==> images/placed.png <==
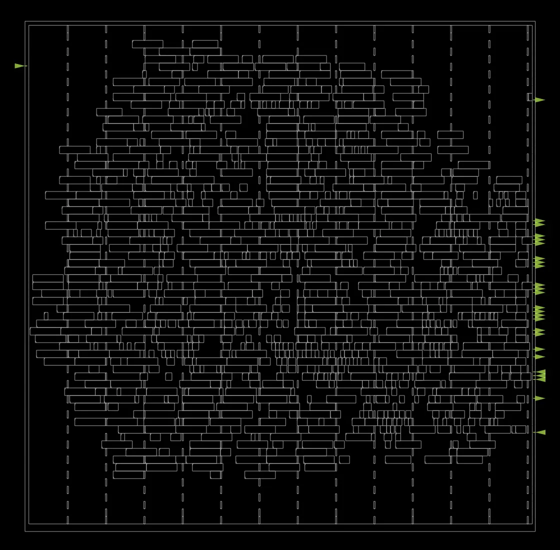
==> images/sizing.png <==
(1.5 px per um)
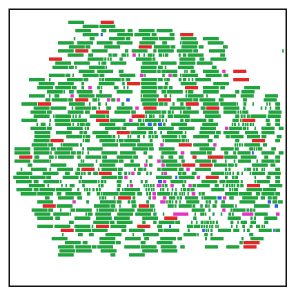
==> images/route_heat.png <==
(2 px per um) 37 x 37 tiles, from dark purple (low) to yellow (high), scaled to the fullest tile. Values are wire area over tile area, all layers added.
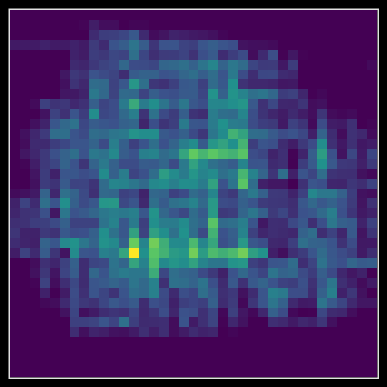
==> images/floorplan.png <==
(2 px per um) Pins as bars on the die edge.
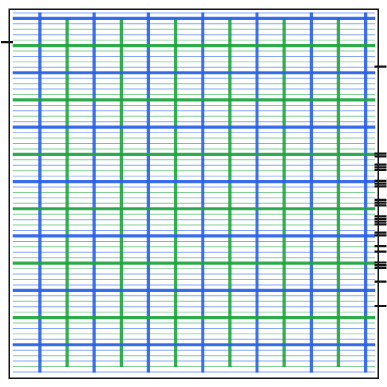
==> images/closeup.png <==
Region (67, 104) to (117, 154) um. Cells in grey, sequential cells in the stronger grey; small squares are vias.
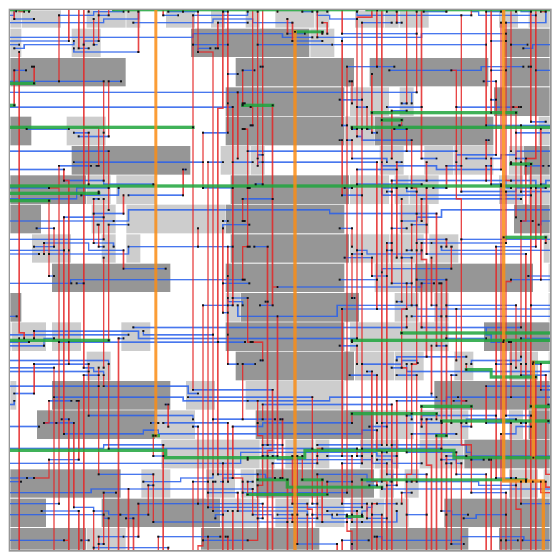
==> config.mk <==
export PLATFORM = sky130hd
export DESIGN_NAME = edge_track_window
export DESIGN_NICKNAME = d
export VERILOG_FILES = /design/src/rtl/edge_track_window.sv
export SDC_FILE = /design/constraint.sdc
export NUM_CORES = 1
export LEC_CHECK = 0
export CORE_UTILIZATION = 40
export CTS_CLUSTER_SIZE = 20
export DETAILED_ROUTE_END_ITERATION = 6
export PLACE_DENSITY = 0.63
export SETUP_SLACK_MARGIN = 0.3
export SLEW_MARGIN = 20
export SYNTH_ARGS = -nofsm -noshare
export SYNTH_HDL_FRONTEND = slang
export SYNTH_SLANG_ARGS = --single-unit
==> constraint.sdc <==
create_clock -name clk -period 3.8 [get_ports clk]
set_clock_uncertainty 0.1 [all_clocks]
set_input_delay 0.57 -clock clk [delete_from_list [all_inputs] [get_ports clk]]
set_output_delay 0.57 -clock clk [all_outputs]
set_load 0.1 [all_outputs]
==> src/rtl/edge_track_window.sv <==
// 3x3 sliding window over a raster stream of 2-bit edge-strength codes, with border masking.
// Optional EDGE_WINDOW_CODE_CHECK_EN: accepted code 11 is stored as 00 and raises sticky code_err.
module edge_track_window #(
    parameter int IMG_WIDTH  = 64,
    parameter int IMG_HEIGHT = 64
) (
    input  logic        clk,
    input  logic        rst,
    input  logic [1:0]  strength_in,
    input  logic        strength_in_valid,
    output logic        in_ready,
    output logic [17:0] strength_value,
    output logic        strength_valid,
    output logic        code_err
);
    // Input side: a pixel moves on the cycle strength_in_valid && in_ready; in_ready depends
    // only on state. Output side: strength_valid is a one-cycle qualifier with no backpressure.
    localparam int CW = $clog2(IMG_WIDTH);
    localparam int RW = $clog2(IMG_HEIGHT);
    localparam int FW = $clog2(IMG_WIDTH + 1);

    typedef enum logic [1:0] {
        FILL  = 2'd0,
        RUN   = 2'd1,
        FLUSH = 2'd2
    } state_t;

    state_t state, state_d;

    logic [CW-1:0] col;
    logic [RW-1:0] row;
    logic [FW-1:0] flush_cnt;
    logic [CW-1:0] out_col;
    logic [RW-1:0] out_row;

    // lb_near holds the previous row, lb_far the row before it, both indexed by column.
    logic [1:0] lb_near [IMG_WIDTH];
    logic [1:0] lb_far  [IMG_WIDTH];
    logic [1:0] win     [9];
    logic [1:0] win_d   [9];

    logic        accept;
    logic        advance;
    logic        emit;
    logic        col_last;
    logic        row_last;
    logic        flush_last;
    logic [1:0]  code_px;
    logic [1:0]  px;
    logic [17:0] win_masked;
    logic        top_off;
    logic        bot_off;
    logic        left_off;
    logic        right_off;

    assign in_ready   = (state != FLUSH);
    assign accept     = strength_in_valid && in_ready;
    assign advance    = accept || (state == FLUSH);
    assign emit       = (state == RUN && accept) || (state == FLUSH);
    assign col_last   = (col == CW'(IMG_WIDTH - 1));
    assign row_last   = (row == RW'(IMG_HEIGHT - 1));
    assign flush_last = (flush_cnt == FW'(IMG_WIDTH));

`ifdef EDGE_WINDOW_CODE_CHECK_EN
    assign code_px = (strength_in == 2'b11) ? 2'b00 : strength_in;

    always_ff @(posedge clk or posedge rst) begin
        if (rst) begin
            code_err <= 1'b0;
        end else if (accept && strength_in == 2'b11) begin
            code_err <= 1'b1;
        end
    end
`else
    assign code_px  = strength_in;
    assign code_err = 1'b0;
`endif

    // Flush cycles push virtual 00 pixels so the last row of windows drains out.
    assign px = (state == FLUSH) ? 2'b00 : code_px;

    always_comb begin
        state_d = state;
        case (state)
            FILL:    if (accept && row == RW'(1) && col == '0) state_d = RUN;
            RUN:     if (accept && row_last && col_last) state_d = FLUSH;
            FLUSH:   if (flush_last) state_d = FILL;
            default: state_d = FILL;
        endcase
    end

    always_ff @(posedge clk or posedge rst) begin
        if (rst) begin
            state <= FILL;
        end else begin
            state <= state_d;
        end
    end

    always_ff @(posedge clk or posedge rst) begin
        if (rst) begin
            col       <= '0;
            row       <= '0;
            flush_cnt <= '0;
        end else if (state == FLUSH) begin
            if (flush_last) begin
                flush_cnt <= '0;
                col       <= '0;
                row       <= '0;
            end else begin
                flush_cnt <= flush_cnt + 1'b1;
                col       <= col_last ? '0 : col + 1'b1;
            end
        end else if (accept) begin
            col <= col_last ? '0 : col + 1'b1;
            if (col_last) begin
                row <= row_last ? '0 : row + 1'b1;
            end
        end
    end

    // New column enters on the right; the window centre lags the input by one row and one column.
    always_comb begin
        win_d[0] = win[1];
        win_d[1] = win[2];
        win_d[2] = lb_far[col];
        win_d[3] = win[4];
        win_d[4] = win[5];
        win_d[5] = lb_near[col];
        win_d[6] = win[7];
        win_d[7] = win[8];
        win_d[8] = px;
    end

    // Line buffers and window carry no reset; counters and FILL keep stale contents out of view.
    always_ff @(posedge clk) begin
        if (advance) begin
            lb_far[col]  <= lb_near[col];
            lb_near[col] <= px;
            for (int i = 0; i < 9; i++) begin
                win[i] <= win_d[i];
            end
        end
    end

    assign top_off   = (out_row == '0);
    assign bot_off   = (out_row == RW'(IMG_HEIGHT - 1));
    assign left_off  = (out_col == '0);
    assign right_off = (out_col == CW'(IMG_WIDTH - 1));

    // Masking also removes the wrapped column that belongs to the neighbouring row.
    always_comb begin
        win_masked = '0;
        for (int r = 0; r < 3; r++) begin
            for (int c = 0; c < 3; c++) begin
                if (!((r == 0 && top_off) || (r == 2 && bot_off) ||
                      (c == 0 && left_off) || (c == 2 && right_off))) begin
                    win_masked[2*(3*r+c) +: 2] = win_d[3*r+c];
                end
            end
        end
    end

    always_ff @(posedge clk or posedge rst) begin
        if (rst) begin
            strength_value <= '0;
            strength_valid <= 1'b0;
            out_col        <= '0;
            out_row        <= '0;
        end else begin
            strength_valid <= emit;
            if (emit) begin
                strength_value <= win_masked;
                out_col        <= right_off ? '0 : out_col + 1'b1;
                if (right_off) begin
                    out_row <= bot_off ? '0 : out_row + 1'b1;
                end
            end
        end
    end

endmodule
==> summary.txt <==
Status - complete, no violations
Tally of buffers added on design ports - 24
Async set-or-reset flop fraction in the synthesized netlist - 16.3%
Max power group - sequential cells
GRT Util Overall - 17.5%
Most frequent cells after synthesis - 268 x edfxtp_1, 125 x mux2i_1, 85 x nor2_1
Cell type taking the most area - flip-flops and latches
Synth unique cells - 53
Yosys synthesis chip area - 13200 um^2
Final Hold Viols - 0
Max IR drop VDD - 0.000743 V
Type of origin of the critical path - flip-flop
Switch Pwr - 4.16 mW
Remaining DRCs - 0
Cell Chain, Critical Path - buf_12 > mux2i_1 > o22ai_1 > nor2_1 > o22ai_1 > or3_2 > buf_4
Main logic family after synthesis - multiplexers
Yosys aoi share - 6.51%
Post-CTS setup buffer count - 0
Final WL - 28500 um
Gate Area - 3500 um^2
RD Place Congestion - 0.802
Comb/total area - 23.2%
Congestion Overflow GR - 0
Final worst-path cycle share - 82.7%
Final Instance Area - 15100 um^2
Initial antenna violation count - 0
Seq. pwr - 5.05 mW
Combinational share of power - 31.0%
Final #Nets - 964
Power density over the cells - 796 nW/um^2
Synthesized area - 13200 um^2
CP endpoint kind - flip-flop
CP arrival - 3.25 ns
Synth top area share - 60.9%
Sequential share of power - 42.1%
Via density - 5.41
Minimum setup slack among reg-to-reg paths - 0.66 ns
First-pass GRT wire length - 44900 um
MI comb cells - 519
Clock buffer count from CTS - 34
Post-placement setup slack - 0.665 ns
Num rows - 66
Antenna Cells - 0
Power Internal - 7.83 mW
Clock buf count - 47
Flop share of the area - 62.1%
Largest area contributor in the netlist - edfxtp_1
Most common logic cells in the final layout - 268 x edfxtp_1, 125 x mux2i_1, 85 x nor2_1
Max incr delay on CP - 0.74 ns
Yosys Instances - 903
Most used cell, CP - o22ai_1
Register area - 9350 um^2
Pleak - 5.34 nW
Vias in the first global route - 7651
Synth Area in Adders - 0.947%
Slew Limit Headroom - 33.1%
First-pass iteration count of the detailed router - 5
Log Warnings - 31
Count leader, synth - edfxtp_1
Share of cells above drive strength 1 - 9.45%
RSZ-0062 raised after global routing - no
Biggest area cells - edfxtp_1 61%, dfrtp_1 9.9%, mux2i_1 9.5%
Ys flop type - edfxtp_1
Sw Share - 34.7%
Fin cells - 1416
Clk pwr - 3.22 mW
Synth mux share - 9.64%
Yosys simple share - 8.68%
Maxcap violations - 0
Setup ws final - 0.659 ns
Period minus WS final - 3.14 ns
Setup TNS - 0 ns
Cells after DPL - 1355
Least-Margin Pin Slew - 1.00 ns
Xor+xnor area frac - 0.597%
Mean Syn Cell Area - 14.6 um^2
Late-Pin Clk Latency - 0.51 ns
Vias - 7660
Iteration-0 DRC Markers - 717
DRT antenna net count - 0
CTS tree - built
Fp util - 40.6%
# H-tree levels - 2
Mapped Nets - 918
Post-cts sizing count - 0
Min-delay worst type - reg -> reg
Clock sinks - 320
Root buf cell - clkbuf_16
-- placed.png (at the start) --
Core ar.: 32500 um^2
Filler cells: 2932
Tapcells: 442

-- sizing.png (at the start) --
legend:
  red:
    size: x6 and larger
    cells: 41
    share: 4.2%
  magenta:
    size: x3 and x4
    cells: 38
    share: 3.9%
  blue:
    size: x2
    cells: 13
    share: 1.3%
  green:
    size: x1 and smaller
    cells: 882
    share: 91%

-- route_heat.png (at the start) --
emptiest ninth of the die: north-east
mean over tiles: 0.13
tiles over half the peak: 4.7%

-- floorplan.png (at the start) --
legend:
  green:
    net: VDD
  blue:
    net: VSS
met1 rails: 67
rows: 66
met5 straps: 13
signal pins: 26
met4 straps: 13
height of the chip: 184 um
die outline width: 184 um

-- closeup.png (at the start) --
legend:
  orange:
    layer: M4
  green:
    layer: M3
  red:
    layer: M2
  blue:
    layer: M1
most frequent: edfxtp_1 (31), mux2i_1 (16), a22oi_1 (13)
sequential cells in the window: 31
netlist names of flops here include: lb_near (20), lb_far (11)
cells with their middle in the window: 113

[metal layers]
| layer | up-vias | part of all wire (%) | GRT usage (%) |
|---|---|---|---|
| met5 | - | 0 | 0 |
| met4 | 0 | 2.2 | 5.30 |
| met3 | 53 | 5.8 | 2.83 |
| met2 | 258 | 46 | 27.8 |
| met1 | 3825 | 46 | 24.7 |
| li1 | 3524 | - | - |
[per-stage QoR]
| step | hold slack (ns) | util, % |
|---|---|---|
| after floorplan | 0.326 | - |
| after global placement | 0.330 | 42.9 |
| after detailed placement | 0.342 | 42.9 |
| after CTS | 0.357 | 46.3 |
| after global routing | 0.370 | 46.3 |
| final | 0.359 | 46.3 |
[sequential cells by signal, summed over array words and instances, names as in the netlist]
register,count
out_row,6
lb_near,128
out_col,6
strength_valid,1
strength_value,18
win,12
flush_cnt,7
col,6
row,6
lb_far,128
state,2
[cells by family after synthesis]
group,Yosys count
compound gates,131
xor+xnor,9
fa+ha+maj,10
buf+inv,64
flops,320
mux,127
other cells,1
simple gates,241
[worst paths after layout]
| check | depth (start not counted) | endpoint |
|---|---|---|
| setup reg to reg | 7 | lb_far[57][0]$_DFFE_PP_ |
| min in group asynchronous | 2 | flush_cnt[3]$_DFFE_PP0P_ |
| hold / removal | 0 | win[7][1]$_DFFE_PN_ |
| hold reg to reg | 0 | win[7][1]$_DFFE_PN_ |
| max in group asynchronous | 3 | col[3]$_DFFE_PP0N_ |
| setup / recovery | 7 | lb_far[57][0]$_DFFE_PP_ |
[worst reg2reg max path: stages, from the launching register on]
cell and delay [ns]:
dfrtp_4 0.66, buf_12 0.33, mux2i_1 0.35, o22ai_1 0.11, nor2_1 0.11, o22ai_1 0.09, or3_2 0.74, buf_4 0.35
No activity file was given, so power comes from the tool's default toggle rates.
